Figure 1. Placed standard cells.
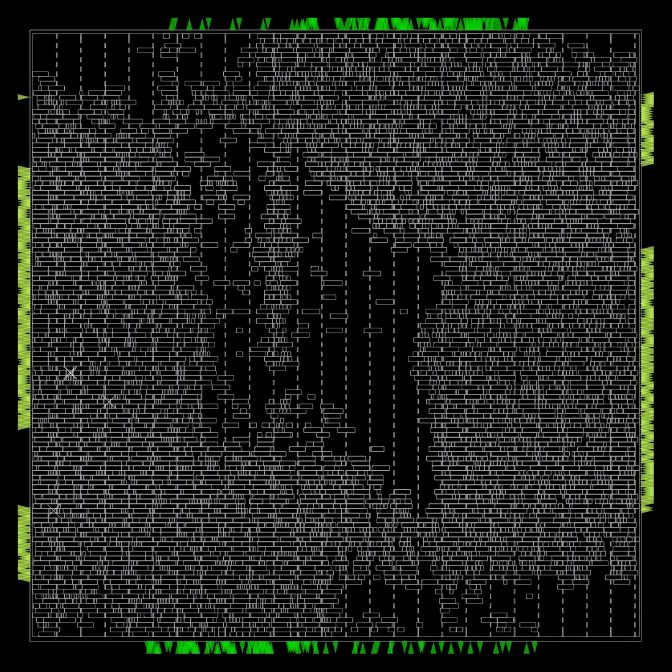
Figure 2. Clock distribution.
Bar = 100 um.
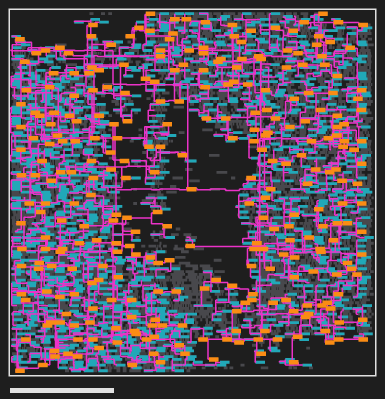
Figure 3. Signal metal coverage by tile.
35 x 35 tiles, from dark blue (low) to red (high), scaled to the fullest tile. Values are wire area over tile area, all layers added.
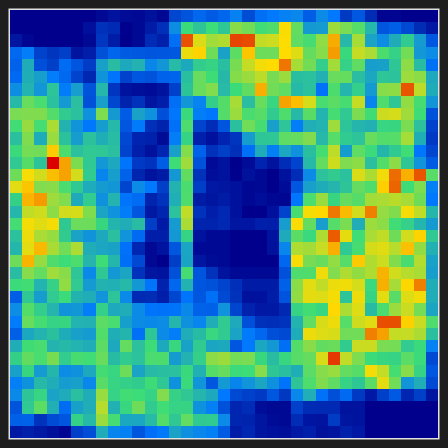
Figure 4. Where the registers sit.
Bar = 100 um. Other sequential cells in the stronger grey, the rest of the logic in the fainter grey.
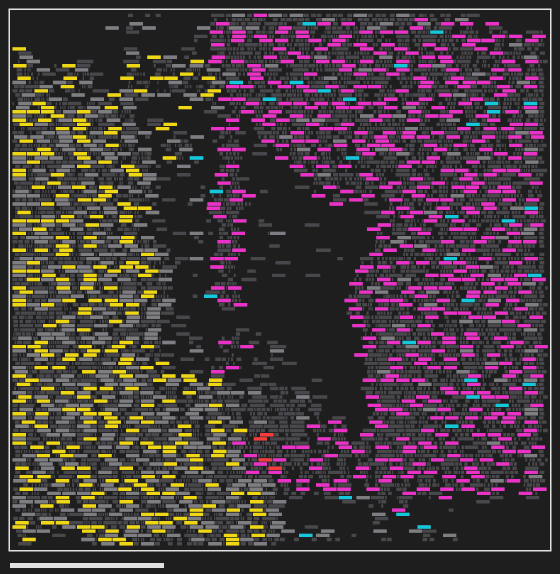
**src/rtl/winograd2d_tile_feeder_if.sv**
```systemverilog
// Column/kernel/tile handshake bundle for the winograd2d tile feeder.
// slave = feeder side, master = source/core side.
interface winograd2d_tile_feeder_if #(
   parameter int DATA_W = 32
);
   logic                     in_valid;
   logic                     in_ready;
   logic signed [DATA_W-1:0] in_r1_x, in_r2_x, in_r3_x, in_r4_x;
   logic                     w_wr_en;
   logic [1:0]               w_wr_col;
   logic signed [DATA_W-1:0] w_wr_1, w_wr_2, w_wr_3;
   logic signed [DATA_W-1:0] r1_x, r2_x, r3_x, r4_x;
   logic signed [DATA_W-1:0] r1_w, r2_w, r3_w;
   logic                     out_valid;
   logic                     tile_start;
   logic                     tile_last;
   logic                     strip_done;

   modport slave (
      input  in_valid, in_r1_x, in_r2_x, in_r3_x, in_r4_x,
      input  w_wr_en, w_wr_col, w_wr_1, w_wr_2, w_wr_3,
      output in_ready,
      output r1_x, r2_x, r3_x, r4_x, r1_w, r2_w, r3_w,
      output out_valid, tile_start, tile_last, strip_done
   );

   modport master (
      output in_valid, in_r1_x, in_r2_x, in_r3_x, in_r4_x,
      output w_wr_en, w_wr_col, w_wr_1, w_wr_2, w_wr_3,
      input  in_ready,
      input  r1_x, r2_x, r3_x, r4_x, r1_w, r2_w, r3_w,
      input  out_valid, tile_start, tile_last, strip_done
   );
endinterface

```
**src/rtl/winograd2d_tile_feeder.sv**
```systemverilog
// winograd2d F(2x2,3x3) tile feeder: buffers a 4-row strip and replays stride-2 4x4 tiles
// with a shadowed 3x3 kernel. Define WINO_FEED_PAD_EN for SAME zero padding on both strip edges.
module winograd2d_tile_feeder #(
   parameter int DATA_W  = 32,
   parameter int STRIP_W = 8
) (
   input logic                     clk,
   input logic                     rst,
   winograd2d_tile_feeder_if.slave bus
);
   localparam int              CC_W   = $clog2(STRIP_W + 1);
   localparam logic [CC_W-1:0] CC_END = CC_W'(STRIP_W);
`ifdef WINO_FEED_PAD_EN
   localparam logic [2:0]      BC_START = 3'd1;
`else
   localparam logic [2:0]      BC_START = 3'd0;
`endif

   generate
      if (STRIP_W < 4 || (STRIP_W % 2) != 0) begin : g_bad_strip
         $error("winograd2d_tile_feeder: STRIP_W must be even and >= 4");
      end
   endgenerate

   typedef logic signed [DATA_W-1:0] pix_t;
   typedef enum logic {FILL, EMIT} state_t;

   state_t          st, st_n;
   logic [1:0]      ph, ph_n;
   logic [2:0]      bc, bc_n;
   logic [CC_W-1:0] cc, cc_n;
   pix_t            colbuf [4][4];
   pix_t            buf_n  [4][4];
   pix_t            kk     [3][3];
   pix_t            kk_n   [3][3];
   pix_t            sk     [3][3];
   pix_t            sk_n   [3][3];
   pix_t            x_q [4];
   pix_t            x_n [4];
   pix_t            w_q [3];
   pix_t            w_n [3];
   logic            ov_q, ov_n, ts_q, ts_n, tl_q, tl_n, sd_q, sd_n;
   logic            accept;

   assign bus.in_ready = (st == FILL) && (bc < 3'd4) && (cc < CC_END) && !rst;
   assign accept       = bus.in_valid && bus.in_ready;

   // Output registers load from the post-edge buffer/shadow view, so the
   // column written on the entering edge is already visible at phase p.
   always_comb begin
      st_n  = st;
      ph_n  = ph;
      bc_n  = bc;
      cc_n  = cc;
      buf_n = colbuf;
      kk_n  = kk;
      sk_n  = sk;
      ov_n  = 1'b0;
      ts_n  = 1'b0;
      tl_n  = 1'b0;
      sd_n  = 1'b0;
      x_n   = '{default: '0};
      w_n   = '{default: '0};

      if (bus.w_wr_en) begin
         case (bus.w_wr_col)
            2'd0:    kk_n[0] = '{bus.w_wr_1, bus.w_wr_2, bus.w_wr_3};
            2'd1:    kk_n[1] = '{bus.w_wr_1, bus.w_wr_2, bus.w_wr_3};
            2'd2:    kk_n[2] = '{bus.w_wr_1, bus.w_wr_2, bus.w_wr_3};
            default: ;
         endcase
      end

      case (st)
         FILL: begin
            if (accept) begin
               buf_n[bc[1:0]] = '{bus.in_r1_x, bus.in_r2_x, bus.in_r3_x, bus.in_r4_x};
               bc_n = bc + 3'd1;
               cc_n = cc + CC_W'(1);
            end
`ifdef WINO_FEED_PAD_EN
            else if (cc == CC_END && bc < 3'd4) begin
               buf_n[bc[1:0]] = '{default: '0};
               bc_n = bc + 3'd1;
            end
`endif
            if (bc_n == 3'd4) begin
               st_n = EMIT;
               ph_n = 2'd0;
               sk_n = kk;
            end
         end
         EMIT: begin
            if (ph == 2'd3) begin
               st_n = FILL;
               if (cc == CC_END) begin
                  bc_n = BC_START;
                  cc_n = '0;
                  sd_n = 1'b1;
`ifdef WINO_FEED_PAD_EN
                  buf_n[0] = '{default: '0};
`endif
               end else begin
                  buf_n[0] = colbuf[2];
                  buf_n[1] = colbuf[3];
                  bc_n     = 3'd2;
               end
            end else begin
               ph_n = ph + 2'd1;
            end
         end
         default: ;
      endcase

      if (st_n == EMIT) begin
         ov_n = 1'b1;
         ts_n = (ph_n == 2'd0);
         tl_n = (cc_n == CC_END);
         x_n  = buf_n[ph_n];
         case (ph_n)
            2'd0:    w_n = sk_n[0];
            2'd1:    w_n = sk_n[1];
            2'd2:    w_n = sk_n[2];
            default: ;
         endcase
      end
   end

   always_ff @(posedge clk or posedge rst) begin
      if (rst) begin
         st     <= FILL;
         ph     <= '0;
         bc     <= BC_START;
         cc     <= '0;
         colbuf <= '{default: '0};
         kk     <= '{default: '0};
         sk     <= '{default: '0};
         x_q    <= '{default: '0};
         w_q    <= '{default: '0};
         ov_q   <= 1'b0;
         ts_q   <= 1'b0;
         tl_q   <= 1'b0;
         sd_q   <= 1'b0;
      end else begin
         st     <= st_n;
         ph     <= ph_n;
         bc     <= bc_n;
         cc     <= cc_n;
         colbuf <= buf_n;
         kk     <= kk_n;
         sk     <= sk_n;
         x_q    <= x_n;
         w_q    <= w_n;
         ov_q   <= ov_n;
         ts_q   <= ts_n;
         tl_q   <= tl_n;
         sd_q   <= sd_n;
      end
   end

   assign bus.r1_x       = x_q[0];
   assign bus.r2_x       = x_q[1];
   assign bus.r3_x       = x_q[2];
   assign bus.r4_x       = x_q[3];
   assign bus.r1_w       = w_q[0];
   assign bus.r2_w       = w_q[1];
   assign bus.r3_w       = w_q[2];
   assign bus.out_valid  = ov_q;
   assign bus.tile_start = ts_q;
   assign bus.tile_last  = tl_q;
   assign bus.strip_done = sd_q;
endmodule

```
**src/flat_wrapper.sv**
```systemverilog
// flat-port wrapper written by rule: the top's interface ports become plain ports
module winograd2d_tile_feeder_flat 
#(
   parameter int DATA_W  = 32,
   parameter int STRIP_W = 8
)
  (clk, rst, bus_in_valid, bus_in_r1_x, bus_in_r2_x, bus_in_r3_x, bus_in_r4_x, bus_w_wr_en, bus_w_wr_col, bus_w_wr_1, bus_w_wr_2, bus_w_wr_3, bus_in_ready, bus_r1_x, bus_r2_x, bus_r3_x, bus_r4_x, bus_r1_w, bus_r2_w, bus_r3_w, bus_out_valid, bus_tile_start, bus_tile_last, bus_strip_done);
  winograd2d_tile_feeder_if #(.DATA_W(DATA_W)) bus_i ();
  input logic clk;
  input logic rst;
  input wire logic [$bits(bus_i.in_valid)-1:0] bus_in_valid;
  input wire logic [$bits(bus_i.in_r1_x)-1:0] bus_in_r1_x;
  input wire logic [$bits(bus_i.in_r2_x)-1:0] bus_in_r2_x;
  input wire logic [$bits(bus_i.in_r3_x)-1:0] bus_in_r3_x;
  input wire logic [$bits(bus_i.in_r4_x)-1:0] bus_in_r4_x;
  input wire logic [$bits(bus_i.w_wr_en)-1:0] bus_w_wr_en;
  input wire logic [$bits(bus_i.w_wr_col)-1:0] bus_w_wr_col;
  input wire logic [$bits(bus_i.w_wr_1)-1:0] bus_w_wr_1;
  input wire logic [$bits(bus_i.w_wr_2)-1:0] bus_w_wr_2;
  input wire logic [$bits(bus_i.w_wr_3)-1:0] bus_w_wr_3;
  output wire logic [$bits(bus_i.in_ready)-1:0] bus_in_ready;
  output wire logic [$bits(bus_i.r1_x)-1:0] bus_r1_x;
  output wire logic [$bits(bus_i.r2_x)-1:0] bus_r2_x;
  output wire logic [$bits(bus_i.r3_x)-1:0] bus_r3_x;
  output wire logic [$bits(bus_i.r4_x)-1:0] bus_r4_x;
  output wire logic [$bits(bus_i.r1_w)-1:0] bus_r1_w;
  output wire logic [$bits(bus_i.r2_w)-1:0] bus_r2_w;
  output wire logic [$bits(bus_i.r3_w)-1:0] bus_r3_w;
  output wire logic [$bits(bus_i.out_valid)-1:0] bus_out_valid;
  output wire logic [$bits(bus_i.tile_start)-1:0] bus_tile_start;
  output wire logic [$bits(bus_i.tile_last)-1:0] bus_tile_last;
  output wire logic [$bits(bus_i.strip_done)-1:0] bus_strip_done;
  assign bus_i.in_valid = bus_in_valid;
  assign bus_i.in_r1_x = bus_in_r1_x;
  assign bus_i.in_r2_x = bus_in_r2_x;
  assign bus_i.in_r3_x = bus_in_r3_x;
  assign bus_i.in_r4_x = bus_in_r4_x;
  assign bus_i.w_wr_en = bus_w_wr_en;
  assign bus_i.w_wr_col = bus_w_wr_col;
  assign bus_i.w_wr_1 = bus_w_wr_1;
  assign bus_i.w_wr_2 = bus_w_wr_2;
  assign bus_i.w_wr_3 = bus_w_wr_3;
  assign bus_in_ready = bus_i.in_ready;
  assign bus_r1_x = bus_i.r1_x;
  assign bus_r2_x = bus_i.r2_x;
  assign bus_r3_x = bus_i.r3_x;
  assign bus_r4_x = bus_i.r4_x;
  assign bus_r1_w = bus_i.r1_w;
  assign bus_r2_w = bus_i.r2_w;
  assign bus_r3_w = bus_i.r3_w;
  assign bus_out_valid = bus_i.out_valid;
  assign bus_tile_start = bus_i.tile_start;
  assign bus_tile_last = bus_i.tile_last;
  assign bus_strip_done = bus_i.strip_done;
  winograd2d_tile_feeder #(.DATA_W(DATA_W), .STRIP_W(STRIP_W)) u_core (.clk(clk), .rst(rst), .bus(bus_i));
endmodule
```
**config.mk**
```make
export PLATFORM = sky130hd
export DESIGN_NAME = winograd2d_tile_feeder_flat
export DESIGN_NICKNAME = d
export VERILOG_FILES = /design/src/rtl/winograd2d_tile_feeder_if.sv /design/src/rtl/winograd2d_tile_feeder.sv /design/src/flat_wrapper.sv
export SDC_FILE = /design/constraint.sdc
export NUM_CORES = 2
export LEC_CHECK = 0
export CORE_UTILIZATION = 50
export CTS_CLUSTER_DIAMETER = 30
export DETAILED_ROUTE_END_ITERATION = 6
export GPL_TIMING_DRIVEN = 0
export PLACE_DENSITY = 0.8
export REMOVE_ABC_BUFFERS = 1
export SYNTH_ARGS = -nofsm -noshare
export SYNTH_HDL_FRONTEND = slang
export SYNTH_SLANG_ARGS = --single-unit
```
**constraint.sdc**
```tcl
create_clock -name clk -period 93.4 [get_ports clk]
set_clock_uncertainty 0.05 [all_clocks]
set_input_delay 18.68 -clock clk [delete_from_list [all_inputs] [get_ports clk]]
set_output_delay 18.68 -clock clk [all_outputs]
set_load 0.05 [all_outputs]
```
==> Table 3: Implementation characteristics <==
Implementation parameters

Parameter                              Value

Synthesis
  Netlist area before placement    0.0607 sq mm
  Cell accounting for the most synthesized area    dfrtp_1
  Synth unique cells    59
  Ys async rst share    100%
  Syn Inst Count    slightly below 6000
  Mean cell area of the mapped netlist    10.2 sq um
  Yosys stat cell total    5933
  Register bit count reported by yosys    ~1300
  Sequential cell area fraction in the yosys report    54.7%
  Prevailing logic family in the synthesized netlist    simple AND/OR/NAND/NOR gates

Global route
  Vias in the first global route    ~54000
  Total Routing Usage GR    32.0%
  Met1 usage    38.1%

Drt
  WL/cell    24.6 um
  Sum of routed wire length over all layers    200000 um
  Met3 WL post-DR    23000 um
  DRC Markers    4

Floorplanning
  Die outline width    350 um
  Floorplan Core Area    around 0.12 sq mm
  Chip area    0.123 sq mm

Final timing
  Minimum clock period    41.06 ns
  Final period util    44.0%
  Unrepaired setup endpoints after global routing    false
  Count of final hold-check violations    0
  Final tally of max-slew violations    0
  Setup TNS    0 ns
  Final worst-path setup slack    52.34 ns

Setup path
  Startpoint of the most critical register-to-register path    u_core.bus.out_valid$_DFF_PP0_
  Largest fanout of any net on the critical path    140
  Setup CP Type    input port to output port
  Type of element capturing the critical path    output port
  Worst path depth    5
  Combined buffer and inverter count along the critical path    4
  Start point of the critical path    rst
  R2R Path End    u_core.bus.r2_w[15]$_DFF_PP0_
  Longest individual stage delay on the worst path    around 1.0 ns
  Cell family with most CP delay    buffers and inverters
  Worst setup slack for register-to-register paths    ~87 ns

Power
  Cell-internal power    1.36 mW
  Peak supply drop    0.0000254 V
  Leakage    36.2 nW
  NetSw    between 0.3 and 0.4 mW

Placed design
  IO Port Bufs    458
  Minimum setup slack after placement    52.46 ns

Clock tree
  Clock tree from TritonCTS    yes
  Number of levels the H-tree was split into    5
  CTS Buffer Depth    4
  Count of instances resized after the clock tree is built    0
  Clk ins delay skew pair    0.91 ns

Outcome
  Status    complete, but fails checks
  Violated checks    DRC

Hold path
  Cell depth of the worst min-delay path    2

Run
  Max_cap viols    0
## Picture notes: Figure 1
filler-free cell count of the finished design: 8143
Final Util: 65.1%
sequential cells: 1325

## Picture notes: Figure 2
[clock drivers] orange | count: 299
[clock wires] magenta | length: 19400 um
[flip-flops] cyan | count: 1325
routed clock nets: 300
flops lie: widely spread

## Picture notes: Figure 3
emptiest ninth of the die: centre
tiles over half the peak: 33%
densest ninth of the die: east
nearly empty tiles: 7.2%

## Picture notes: Figure 4
[u_core.colbuf] magenta | placed flops: 512
[u_core.cc] red | placed flops: 4 | where: south
[u_core.kk] yellow | placed flops: 288
[u_core.bus.r2_x] cyan | placed flops: 32
not coloured: 489

==> kinds of logic (layout without fill, tap and decap cells) <==
logic type      Yosys count  in the layout
simple gates           2332           2332
flops                  1325           1325
compound gates         1115           1115
mux                     616            616
buf+inv                 537           1109
fa+ha+maj                 6              6
xor+xnor                  2              2
other cells               0             26
==> layout make-up <==
type / instances / share of cell area, %
flip-flops and latches: 1325 / 42.4
multi-input cells: 4071 / 32.4
clock buffers: 391 / 10.8
repair buffers: 583 / 9.50
well taps: 1612 / 2.58
clock inverters: 123 / 2.14
inverters: 12 / 0.114
diodes: 26 / 0.0832
==> synthesized netlist by cell type, types with 2 or more instances <==
| library cell | count |
|---|---|
| a211oi_1 | 153 |
| mux2i_1 | 111 |
| o21ai_1 | 4 |
| a222oi_1 | 75 |
| o21ai_0 | 290 |
| or2_2 | 90 |
| a31o_2 | 19 |
| nand3_1 | 554 |
| o21a_1 | 27 |
| a21o_1 | 41 |
| a2bb2oi_1 | 21 |
| nand2b_1 | 21 |
| xnor2_1 | 2 |
| a2111oi_0 | 6 |
| o32ai_1 | 114 |
| buf_6 | 19 |
| and3_1 | 116 |
| buf_4 | 14 |
| nor4_1 | 104 |
| a21oi_1 | 248 |
| and3b_1 | 2 |
| or3b_2 | 2 |
| a21oi_2 | 2 |
| dfrtp_1 | 1325 |
| nor2_1 | 44 |
| inv_1 | 9 |
| a41o_1 | 14 |
| a31oi_1 | 41 |
| a2111oi_1 | 8 |
| clkbuf_1 | 343 |
| nand3b_1 | 4 |
| ha_1 | 6 |
| buf_1 | 29 |
| mux2_2 | 505 |
| a211o_1 | 39 |
| inv_2 | 2 |
| nor4_2 | 11 |
| and2_1 | 132 |
| nand2_1 | 1247 |
| buf_2 | 119 |
| a22oi_1 | 2 |
Power is estimated from default activity; no workload was simulated.
